<file path="src/rtl/mem_responder.sv">
// 32x16 synchronous data RAM served over a req/ack handshake with programmable wait states.
// Optional write protection of the low address range is compiled in with MEM_WRITE_PROTECT_EN.
module mem_responder #(
    parameter int WAIT_CYCLES = 1,
    parameter int PROT_LIMIT  = 8
) (
    input  logic        Clock,
    input  logic        Reset,
    input  logic        req,
    input  logic        we,
    input  logic [4:0]  addr,
    input  logic [15:0] wdata,
    output logic        ack,
    output logic [15:0] rdata,
    output logic        busy,
    output logic        err
);

    typedef enum logic [1:0] {IDLE, WAIT, RESP} state_t;

    localparam logic [3:0] WAIT_LOAD = 4'(WAIT_CYCLES);

    state_t      state;
    state_t      state_nxt;
    logic [3:0]  cnt;
    logic        cap_we;
    logic [4:0]  cap_addr;
    logic [15:0] cap_wdata;
    logic        capture;
    logic        fire;
    logic        reject;
    logic [15:0] mem [32];

`ifdef MEM_WRITE_PROTECT_EN
    localparam logic [5:0] PROT_L = 6'(PROT_LIMIT);
    assign reject = cap_we && ({1'b0, cap_addr} < PROT_L);
`else
    assign reject = 1'b0;
`endif

    always_ff @(posedge Clock) begin
        if (Reset) begin
            state <= IDLE;
        end else begin
            state <= state_nxt;
        end
    end

    // WAIT holds for WAIT_CYCLES+1 cycles; the access fires on the edge where cnt has run out.
    always_comb begin
        state_nxt = state;
        case (state)
            IDLE:    if (req) state_nxt = WAIT;
            WAIT:    if (cnt == 4'd0) state_nxt = RESP;
            RESP:    state_nxt = IDLE;
            default: state_nxt = IDLE;
        endcase
    end

    always_comb begin
        busy    = (state != IDLE);
        capture = (state == IDLE) && req;
        fire    = (state == WAIT) && (cnt == 4'd0);
    end

    always_ff @(posedge Clock) begin
        if (Reset) begin
            cnt <= 4'd0;
        end else if (capture) begin
            cnt <= WAIT_LOAD;
        end else if ((state == WAIT) && (cnt != 4'd0)) begin
            cnt <= cnt - 4'd1;
        end
    end

    always_ff @(posedge Clock) begin
        if (capture) begin
            cap_we    <= we;
            cap_addr  <= addr;
            cap_wdata <= wdata;
        end
    end

    always_ff @(posedge Clock) begin
        if (Reset) begin
            ack   <= 1'b0;
            err   <= 1'b0;
            rdata <= 16'h0000;
        end else begin
            ack <= fire;
            err <= fire && reject;
            if (fire && !cap_we) begin
                rdata <= mem[cap_addr];
            end
        end
    end

    // Reset on the firing edge drops the pending write.
    always_ff @(posedge Clock) begin
        if (!Reset && fire && cap_we && !reject) begin
            mem[cap_addr] <= cap_wdata;
        end
    end

endmodule

</file>
<file path="config.mk">
export PLATFORM = sky130hd
export DESIGN_NAME = mem_responder
export DESIGN_NICKNAME = d
export VERILOG_FILES = /design/src/rtl/mem_responder.sv
export SDC_FILE = /design/constraint.sdc
export NUM_CORES = 1
export LEC_CHECK = 0
export CAP_MARGIN = 20
export CORE_MARGIN = 2
export CORE_UTILIZATION = 45
export CTS_BUF_LIST = sky130_fd_sc_hd__clkbuf_4 sky130_fd_sc_hd__clkbuf_8
export DETAILED_ROUTE_END_ITERATION = 10
export PLACE_DENSITY_LB_ADDON = 0.25
export SYNTH_ARGS = -nofsm -noshare
export SYNTH_HDL_FRONTEND = slang
export SYNTH_SLANG_ARGS = --single-unit
</file>
<file path="constraint.sdc">
create_clock -name Clock -period 8.96 [get_ports Clock]
set_input_delay 1.344 -clock Clock [delete_from_list [all_inputs] [get_ports Clock]]
set_output_delay 1.344 -clock Clock [all_outputs]
set_load 0.01 [all_outputs]
</file>
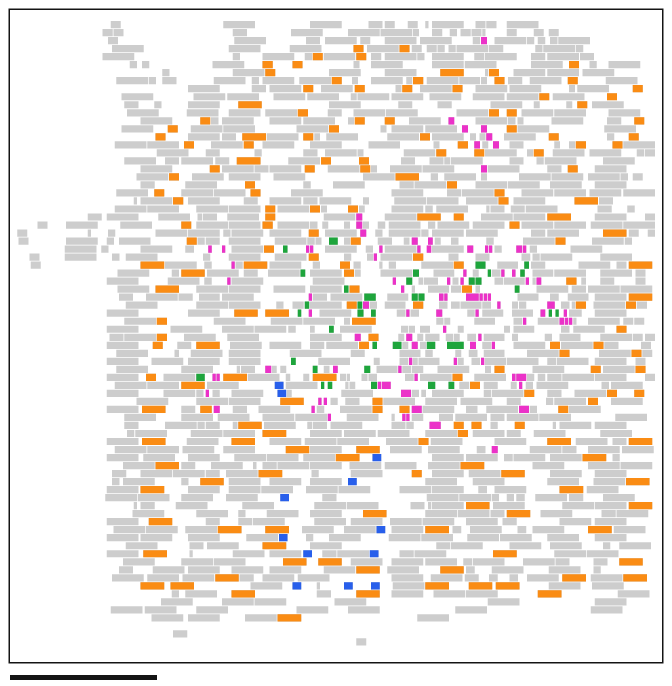
Figure 1: selected gate families.
Scale bar: 50 µm.
| family | color | cells | most used |
|---|---|---|---|
| NAND gates | green | 37 | nand3_1 |
| AND-OR and OR-AND gates | blue | 12 | a22o_1 |
| NOR gates | magenta | 91 | nor2_1 |
| multiplexers | orange | 185 | mux2i_1 |
top logic cell by instance count in the layout: edfxtp_1
combinational share of cell area: 18.0%
final cell count without fillers: 1861

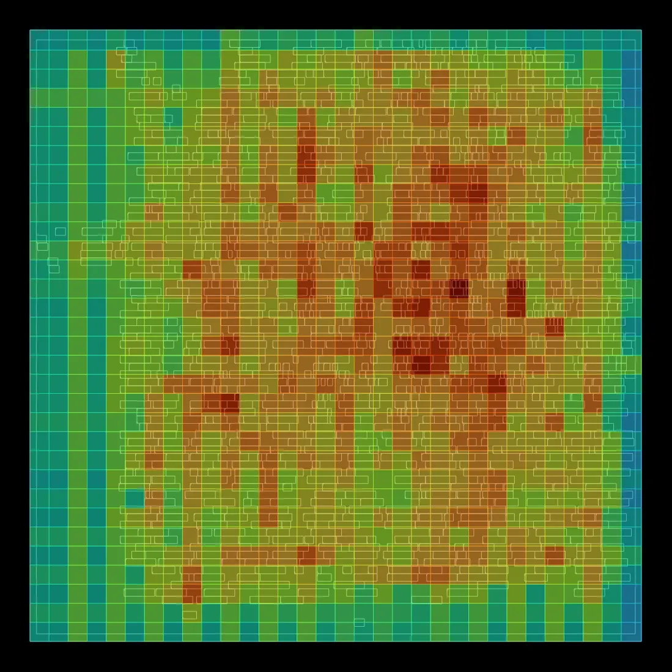
Figure 2: routing congestion.
met3 usage: 3.89%
fin util: 52.0%
GR peak layer: met1
Routed WL per cell: 28.1 µm
total track usage: 21.5%

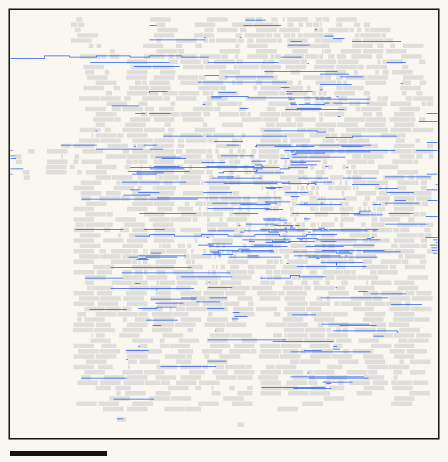
Figure 3: metal 3.
Scale bar: 50 µm. Cells faint in the background.
wire length on this layer: 4260 µm
share of all routed wire: 8.1%
nets with wire on the layer: 159
longest straight run: 76.8 µm
main direction: horizontal
Via Count: 10900
total wire length: 52.4 mm

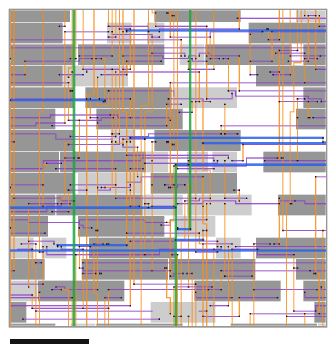
Figure 4: close-up of the layout.
Scale bar: 10 µm. Window x 146 to 186, y 35 to 75 µm. Cells in gray, sequential cells in the stronger gray; small squares are vias.
| layer | color |
|---|---|
| metal 3 | blue |
| metal 4 | green |
| metal 2 | orange |
| metal 1 | purple |
netlist names of flops here include: `mem` (30)
most frequent: edfxtp_1 (30), a221oi_1 (6), mux4_2 (5)
cells with their middle in the window: 47
sequential cells in the window: 30

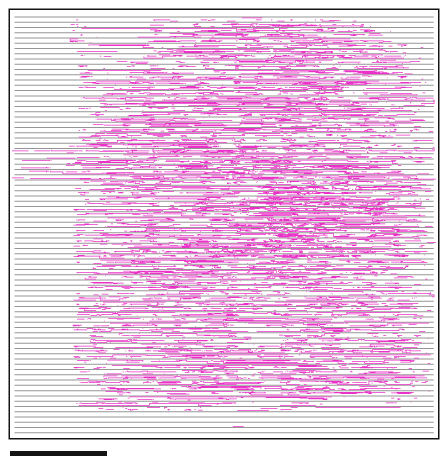
Figure 5: met1 routing.
Scale bar: 50 µm. Supply wires on this layer in gray.
main direction: horizontal
wire length on this layer: 23.4 mm
GR Util met1: 33.1%

==> cell families after synthesis <==
group                    Yosys count  synth area share, %
XOR/XNOR                           3                0.124
flip-flops                       557                 77.7
AND/OR/NAND/NOR                  145                 3.74
multiplexers                     185                 12.9
AND-OR/OR-AND                    103                 3.51
other                              1               0.0177
buffers and inverters             61                 1.93
adder cells (fa/ha/maj)            1               0.0589
==> flip-flops by register name, summed over array words and instances, names as in the netlist <==
| signal | flops |
|---|---|
| cap_we | 1 |
| state | 2 |
| rdata | 16 |
| cap_addr | 5 |
| cap_wdata | 16 |
| cnt | 4 |
| mem | 512 |
| ack | 1 |
==> reports/qor.csv <==
metric;value;unit
Root Driver;clkbuf_8;
Routed met2 length;23.4;mm
1st-pass router iterations;5;
flip-flops with a built-in enable;534;
most frequent cells in the layout;edfxtp_1, mux2i_1, clkbuf_8;
Worst Path Buf+Inv;2;
status;finished clean;
Power Total;5.33;mW
leak pwr;7.90;nW
IO Port Bufs;42;
Setup crit end;mem[15][5];
setup TNS;0;ns
Tcrit/Tclk final;45.8;%
# resized after CTS;0;
Critical Path Start Type;input pin;
total number of cells along the worst setup path;5;
hold path startpoint;rdata[9];
first-pass GRT wire length;75.8;mm
Clock Sinks;557;
fraction of registers with async set/reset;0;%
invs w/o clock;6;
Clk power;2.10;mW
antenna viol nets, final;0;
Hold Path Depth;2;
Max Cap Viol;0;
num sequential;557;
MI comb cells;438;
Mean Syn Cell Area;20.1;µm²
CP delay by family, top;simple AND/OR/NAND/NOR gates;
Reg2Reg Depth;7;
Initial Util;45.6;%
Layout area overhead;14.1;%
Seq area share;68.1;%
Die Area;48900;µm²
Max-area cell class;sequential cells;
Max stage delay on crit path;0.86;ns
uppermost layer routed;met5;
post-cts hold buffer count;0;
1st-iter DRT viols;1465;
PD cells;220;nW/µm²
register area;16500;µm²
Well Taps;607;
Synthesized Nets;1082;
Int Power;4.16;mW
Fmax achieved;244;MHz
Final HPWL DP;31.5;mm
Clock Path Buffers;3;
fraction of layout cells with a size suffix above 1;22.6;%
Flop pwr share;54.3;%
YS warnings;0;
Worst Tran Pin Value;1.11;ns
No activity file was given, so power comes from the tool's default toggle rates.
